$ cat config.mk
export PLATFORM = sky130hd
export DESIGN_NAME = mem_port_arbiter
export DESIGN_NICKNAME = d
export VERILOG_FILES = /design/src/rtl/core_pkg.sv /design/src/rtl/arb_timeout_cnt.sv /design/src/rtl/mem_port_arbiter.sv
export SDC_FILE = /design/constraint.sdc
export NUM_CORES = 1
export LEC_CHECK = 0
export CAP_MARGIN = 20
export CORE_MARGIN = 3
export CORE_UTILIZATION = 31
export CTS_CLUSTER_DIAMETER = 100
export DETAILED_ROUTE_END_ITERATION = 16
export GPL_TIMING_DRIVEN = 0
export PLACE_DENSITY_LB_ADDON = 0.12
export SLEW_MARGIN = 20
export SYNTH_ARGS = -nofsm -noshare
export SYNTH_HDL_FRONTEND = slang
export SYNTH_SLANG_ARGS = --single-unit
$ cat constraint.sdc
create_clock -name ip_clk -period 1.7 [get_ports ip_clk]
set_input_delay 0.34 -clock ip_clk [delete_from_list [all_inputs] [get_ports ip_clk]]
set_output_delay 0.34 -clock ip_clk [all_outputs]
set_load 0.005 [all_outputs]
$ cat src/rtl/core_pkg.sv
// Shared core definitions used by the memory port arbiter: FSM state
// encoding, owner identifiers and the default hang-timeout length.
package core_pkg;

  typedef enum logic [1:0] {
    ARB_IDLE    = 2'b00,
    ARB_BUSY_IF = 2'b01,
    ARB_BUSY_LS = 2'b10
  } arb_state_e;

  localparam logic OWNER_IF = 1'b0;
  localparam logic OWNER_LS = 1'b1;

  localparam int ARB_TIMEOUT_DEFAULT = 16;

endpackage

$ cat src/rtl/arb_timeout_cnt.sv
// Counts busy cycles without an acknowledge and flags the cycle in which
// an access has to be aborted. TIMEOUT = 0 disables expiry entirely.
module arb_timeout_cnt
  import core_pkg::*;
#(
  parameter int TIMEOUT = ARB_TIMEOUT_DEFAULT
) (
  input  logic ip_clk,
  input  logic ip_rst,
  input  logic ip_clear,
  input  logic ip_enable,
  output logic op_expire
);

  localparam int CW = (TIMEOUT > 1) ? $clog2(TIMEOUT) : 1;
  localparam logic [CW-1:0] LAST = (TIMEOUT > 0) ? CW'(TIMEOUT - 1) : '0;

  logic [CW-1:0] r_cnt;

  // Wait counter: restarts whenever the arbiter is idle, advances per unacked busy cycle.
  always_ff @(posedge ip_clk) begin
    // NOTE: sequential state uses non-blocking assignments so every flop
    // samples the pre-edge values regardless of statement order.
    if (ip_rst || ip_clear) r_cnt <= '0;
    else if (ip_enable)     r_cnt <= r_cnt + CW'(1);
  end

  generate
    if (TIMEOUT == 0) begin : g_no_timeout
      assign op_expire = 1'b0;
    end else begin : g_timeout
      assign op_expire = ip_enable && (r_cnt == LAST);
    end
  endgenerate

endmodule

$ cat src/rtl/mem_port_arbiter.sv
// Shares the core's single memory port between instruction fetch (IF) and
// load/store (LS). Load/store has priority; when the ARB_FETCH_FAIRNESS_EN
// macro is defined, a fetch that lost to a load/store wins the next contest.
// The memory request is held until acknowledged and hung accesses are
// aborted with an error after TIMEOUT busy cycles.
module mem_port_arbiter
  import core_pkg::*;
#(
  parameter int ADDR_W  = 32,
  parameter int DATA_W  = 32,
  parameter int TIMEOUT = ARB_TIMEOUT_DEFAULT
) (
  input  logic                ip_clk,
  input  logic                ip_rst,
  input  logic                ip_if_req,
  input  logic [ADDR_W-1:0]   ip_if_addr,
  output logic                op_if_done,
  output logic [DATA_W-1:0]   op_if_rdata,
  output logic                op_if_err,
  input  logic                ip_ls_req,
  input  logic                ip_ls_we,
  input  logic [DATA_W/8-1:0] ip_ls_be,
  input  logic [ADDR_W-1:0]   ip_ls_addr,
  input  logic [DATA_W-1:0]   ip_ls_wdata,
  output logic                op_ls_done,
  output logic [DATA_W-1:0]   op_ls_rdata,
  output logic                op_ls_err,
  output logic                op_mem_req,
  output logic                op_mem_we,
  output logic [DATA_W/8-1:0] op_mem_be,
  output logic [ADDR_W-1:0]   op_mem_addr,
  output logic [DATA_W-1:0]   op_mem_wdata,
  input  logic                ip_mem_ack,
  input  logic [DATA_W-1:0]   ip_mem_rdata
);

  localparam int BE_W = DATA_W / 8;

  arb_state_e        r_state;
  arb_state_e        w_next;
  logic              r_mem_req;
  logic              r_mem_we;
  logic [BE_W-1:0]   r_mem_be;
  logic [ADDR_W-1:0] r_mem_addr;
  logic [DATA_W-1:0] r_mem_wdata;

  logic w_busy;
  logic w_expire;
  logic w_finish;
  logic w_owner;
  logic w_ls_wins;
  logic w_grant_if;
  logic w_grant_ls;

`ifdef ARB_FETCH_FAIRNESS_EN
  logic r_fair;

  assign w_ls_wins = ip_ls_req && !(r_fair && ip_if_req);

  // Fairness flag: owed a fetch turn after LS beat a waiting fetch.
  always_ff @(posedge ip_clk) begin
    if (ip_rst)                      r_fair <= 1'b0;
    else if (w_grant_ls && ip_if_req) r_fair <= 1'b1;
    else if (w_grant_if)             r_fair <= 1'b0;
  end
`else
  assign w_ls_wins = ip_ls_req;
`endif

  assign w_busy   = (r_state != ARB_IDLE);
  assign w_finish = w_busy && (ip_mem_ack || w_expire);
  assign w_owner  = (r_state == ARB_BUSY_LS) ? OWNER_LS : OWNER_IF;

  arb_timeout_cnt #(
    .TIMEOUT (TIMEOUT)
  ) u_timeout (
    .ip_clk    (ip_clk),
    .ip_rst    (ip_rst),
    .ip_clear  (!w_busy),
    .ip_enable (w_busy && !ip_mem_ack),
    .op_expire (w_expire)
  );

  // Next-state selection, grant decode and per-requester completion outputs.
  always_comb begin
    // NOTE: every signal gets a default before the case so no path leaves
    // one unassigned, which would otherwise infer a latch.
    w_next      = r_state;
    w_grant_if  = 1'b0;
    w_grant_ls  = 1'b0;
    op_if_done  = 1'b0;
    op_if_err   = 1'b0;
    op_if_rdata = '0;
    op_ls_done  = 1'b0;
    op_ls_err   = 1'b0;
    op_ls_rdata = '0;
    case (r_state)
      ARB_IDLE: begin
        if (w_ls_wins) begin
          w_next     = ARB_BUSY_LS;
          w_grant_ls = 1'b1;
        end else if (ip_if_req) begin
          w_next     = ARB_BUSY_IF;
          w_grant_if = 1'b1;
        end
      end
      ARB_BUSY_IF, ARB_BUSY_LS: begin
        if (w_finish) w_next = ARB_IDLE;
        if (w_owner == OWNER_IF) begin
          op_if_done  = w_finish;
          op_if_err   = w_finish && !ip_mem_ack;
          op_if_rdata = ip_mem_ack ? ip_mem_rdata : '0;
        end else begin
          op_ls_done  = w_finish;
          op_ls_err   = w_finish && !ip_mem_ack;
          op_ls_rdata = ip_mem_ack ? ip_mem_rdata : '0;
        end
      end
      default: w_next = ARB_IDLE;
    endcase
  end

  // State register and registered memory request, loaded from the winner on grant.
  always_ff @(posedge ip_clk) begin
    if (ip_rst) begin
      r_state     <= ARB_IDLE;
      r_mem_req   <= 1'b0;
      r_mem_we    <= 1'b0;
      r_mem_be    <= '0;
      r_mem_addr  <= '0;
      r_mem_wdata <= '0;
    end else begin
      r_state <= w_next;
      if (w_grant_ls) begin
        r_mem_req   <= 1'b1;
        r_mem_we    <= ip_ls_we;
        r_mem_be    <= ip_ls_be;
        r_mem_addr  <= ip_ls_addr;
        r_mem_wdata <= ip_ls_wdata;
      end else if (w_grant_if) begin
        r_mem_req   <= 1'b1;
        r_mem_we    <= 1'b0;
        r_mem_be    <= '1;
        r_mem_addr  <= ip_if_addr;
        r_mem_wdata <= '0;
      end else if (w_finish) begin
        r_mem_req   <= 1'b0;
      end
    end
  end

  assign op_mem_req   = r_mem_req;
  assign op_mem_we    = r_mem_we;
  assign op_mem_be    = r_mem_be;
  assign op_mem_addr  = r_mem_addr;
  assign op_mem_wdata = r_mem_wdata;

endmodule

**Clock nets**

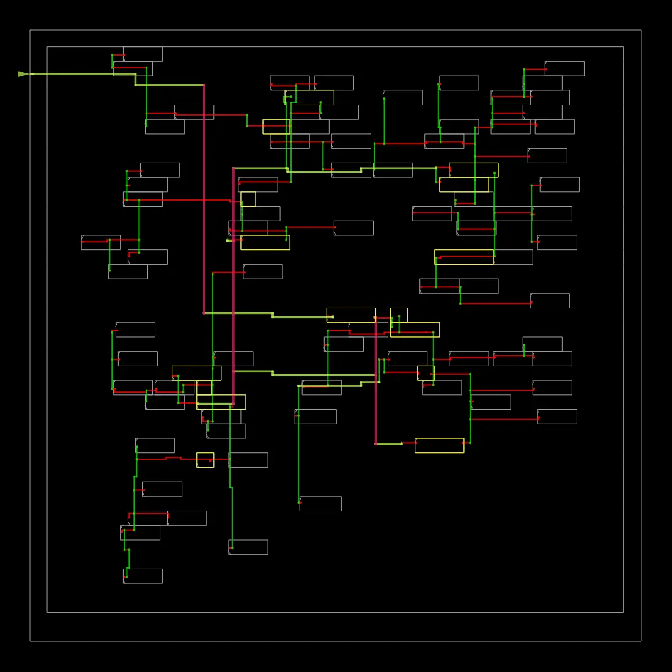
clkbuf count: 10
Clk. pwr: 1.96 mW
total CTS buffers: 9
flip-flops: 76

**Routed metal, one color a layer**

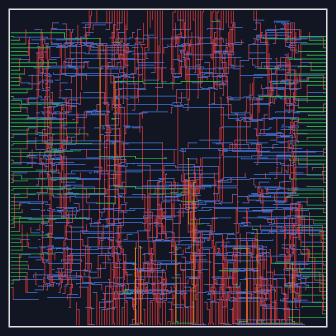
| layer | color | wire length |
|---|---|---|
| met2 | red | 7010 um |
| met4 | orange | 326 um |
| met1 | blue | 5630 um |
| met3 | green | 1410 um |
Via Count: 4486
Total GRT Usage: 0.2150
routed wire length: 14380 um

**Nets reached from selected ports**

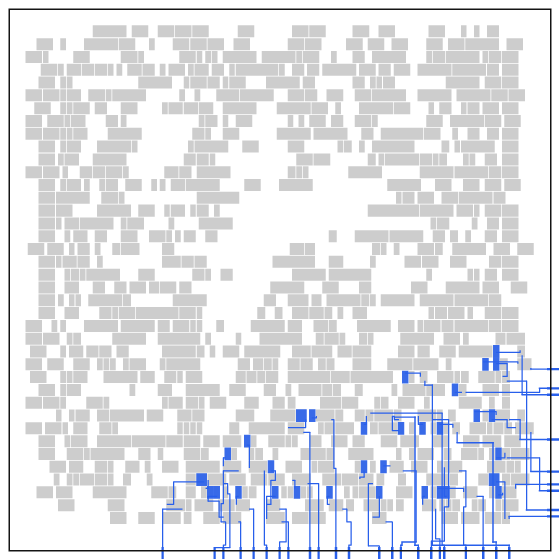
| port | color | bits | direction | end cells | buffers | wire |
|---|---|---|---|---|---|---|
| `op_ls_rdata` | blue | 32 | output | 32 | 32 | 751 um |
# IOs: 276
IO Port Bufs: 274

**Gate families picked out**

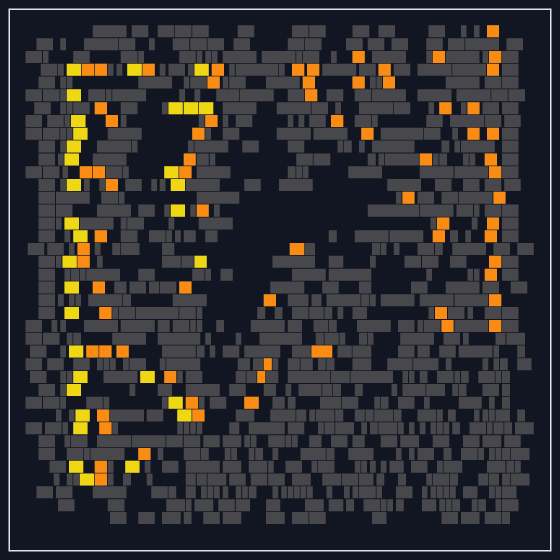
| family | color | cells | most used | where |
|---|---|---|---|---|
| inverting AOI/OAI gates | orange | 71 | a22oi_1 | all over the die |
| AND-OR and OR-AND gates | yellow | 32 | a22o_1 | a vertical strip on the left |
Comb/total area: 0.2706
most common cell after layout, fill and taps aside: clkdlybuf4s50_1
Post-Layout Cell Count: 939

**Routed clock nets over the placement**

Bar = 20 um.
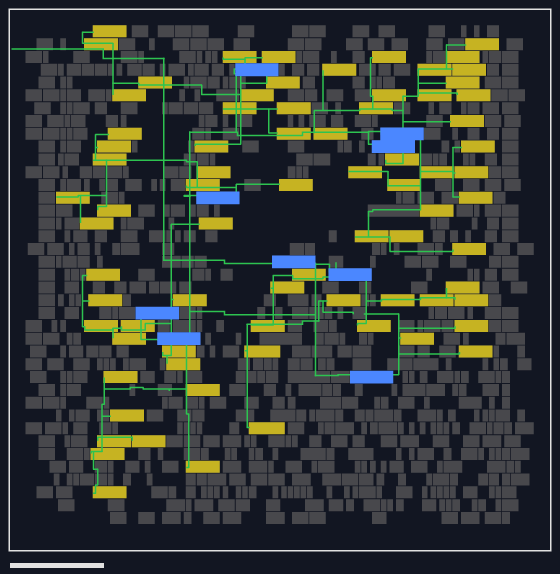
[flip-flops] yellow | count: 76
[clock wires] green | length: 1050 um
[cells driving clock nets] blue | count: 9
routed clock nets: 10

==> out/metrics.yaml <==
pwr:
  power_frac_clock: 0.224
  power.total_mw: 8.757
  pg_comb_mw: 4.36
  p_per_area_nw_per_um2: 1240
  switching_power_mw: 2.985
  intPower_mw: 5.772
  power_leader: "combinational logic"
critical_path:
  path_common_cell: "buf_8"
  critical_path_peak_fanout: 5
  worstSetupEndpoint: "op_if_rdata[2]"
  crit_chain: "inv_2, ha_4, nand2b_4, buf_8, buf_8, nor2_1, buf_2"
  reg2reg_setup_slack_ns: 0.12
  r2r_cells: 8
  path_class: "reg -> out"
timing:
  setup_viol: 68
  rsz0062_at_grt: "yes"
  finalWorstSetupSlack_ns: -0.2699
  hold_viol: 0
  slew_violations: 0
  tightest_slew_ns: 0.5110
clock_tree:
  clk_pin_slew_ns: 0.06
  clock_sinks: 76
drt:
  drt_iter0_drc: 191
  wl_met2_um: 7013
  vias_per_cell: 4.777
  highest_layer: "met4"
  met3_length_um: 1413
finish:
  utilization: 0.6156
  drive_above_1_share: 0.1836
  fin_nets: 931
worst_hold_path:
  min_path_type: "in -> reg"
yosys:
  edf_count: 0
  avgSynthCellArea_sq_um: 7.429
  ys_seq_elements: 76
  ys_sh_mux: 0.005466
  flop_cell: "dfxtp_1"
  async_reset_ff_frac: 0
  ys_sh_aoi: 0.2197
  synthCells: 493
  top_area_frac: 0.4154
  simple_gate_share: 0.2460
  yosysCellCount: 493
  syn_area_sq_um: 3662
placement:
  place_ws_ns: -0.7623
  dp_hpwl_um: 11210
  placed_cells: 910
floorplanning:
  fp_util: 0.3194
  dieArea_sq_um: 13150
grt:
  grt_first_pass_wirelength_um: 22690
  grt_antenna_before_repair: 1
status:
  violations: "setup timing"
  status: "finished, violations left"
sequential cells by signal, summed over array words and instances, names as in the netlist:
register         flops
op_mem_addr         32
op_mem_be            4
op_mem_req           1
op_mem_wdata        32
op_mem_we            1
r_state              2
u_timeout.r_cnt      4
final cells by class:
type	count	area, sq um	area share
Clock inverter	6	71.32	0.01010
Multi-Input combinational cell	338	1911	0.2706
Buffer	44	320.3	0.04537
Tap cell	143	178.9	0.02535
Antenna cell	1	2.502	0.0003545
Inverter	33	123.9	0.01755
Timing Repair Buffer	288	2689	0.3809
Sequential cell	76	1524	0.2159
Clock buffer	10	239.0	0.03385
what timing repair did:
item | 4_1_cts | 5_1_grt
pin swaps | 11 | 4
endpoints found under the hold margin | 0 | 0
setup endpoints to repair | 68 | 121
buffers inserted | 10 | 2
cloned | 2 | 0
gates resized | 258 | 42
Power figures rest on the tool's default switching activity, not on a simulated workload.
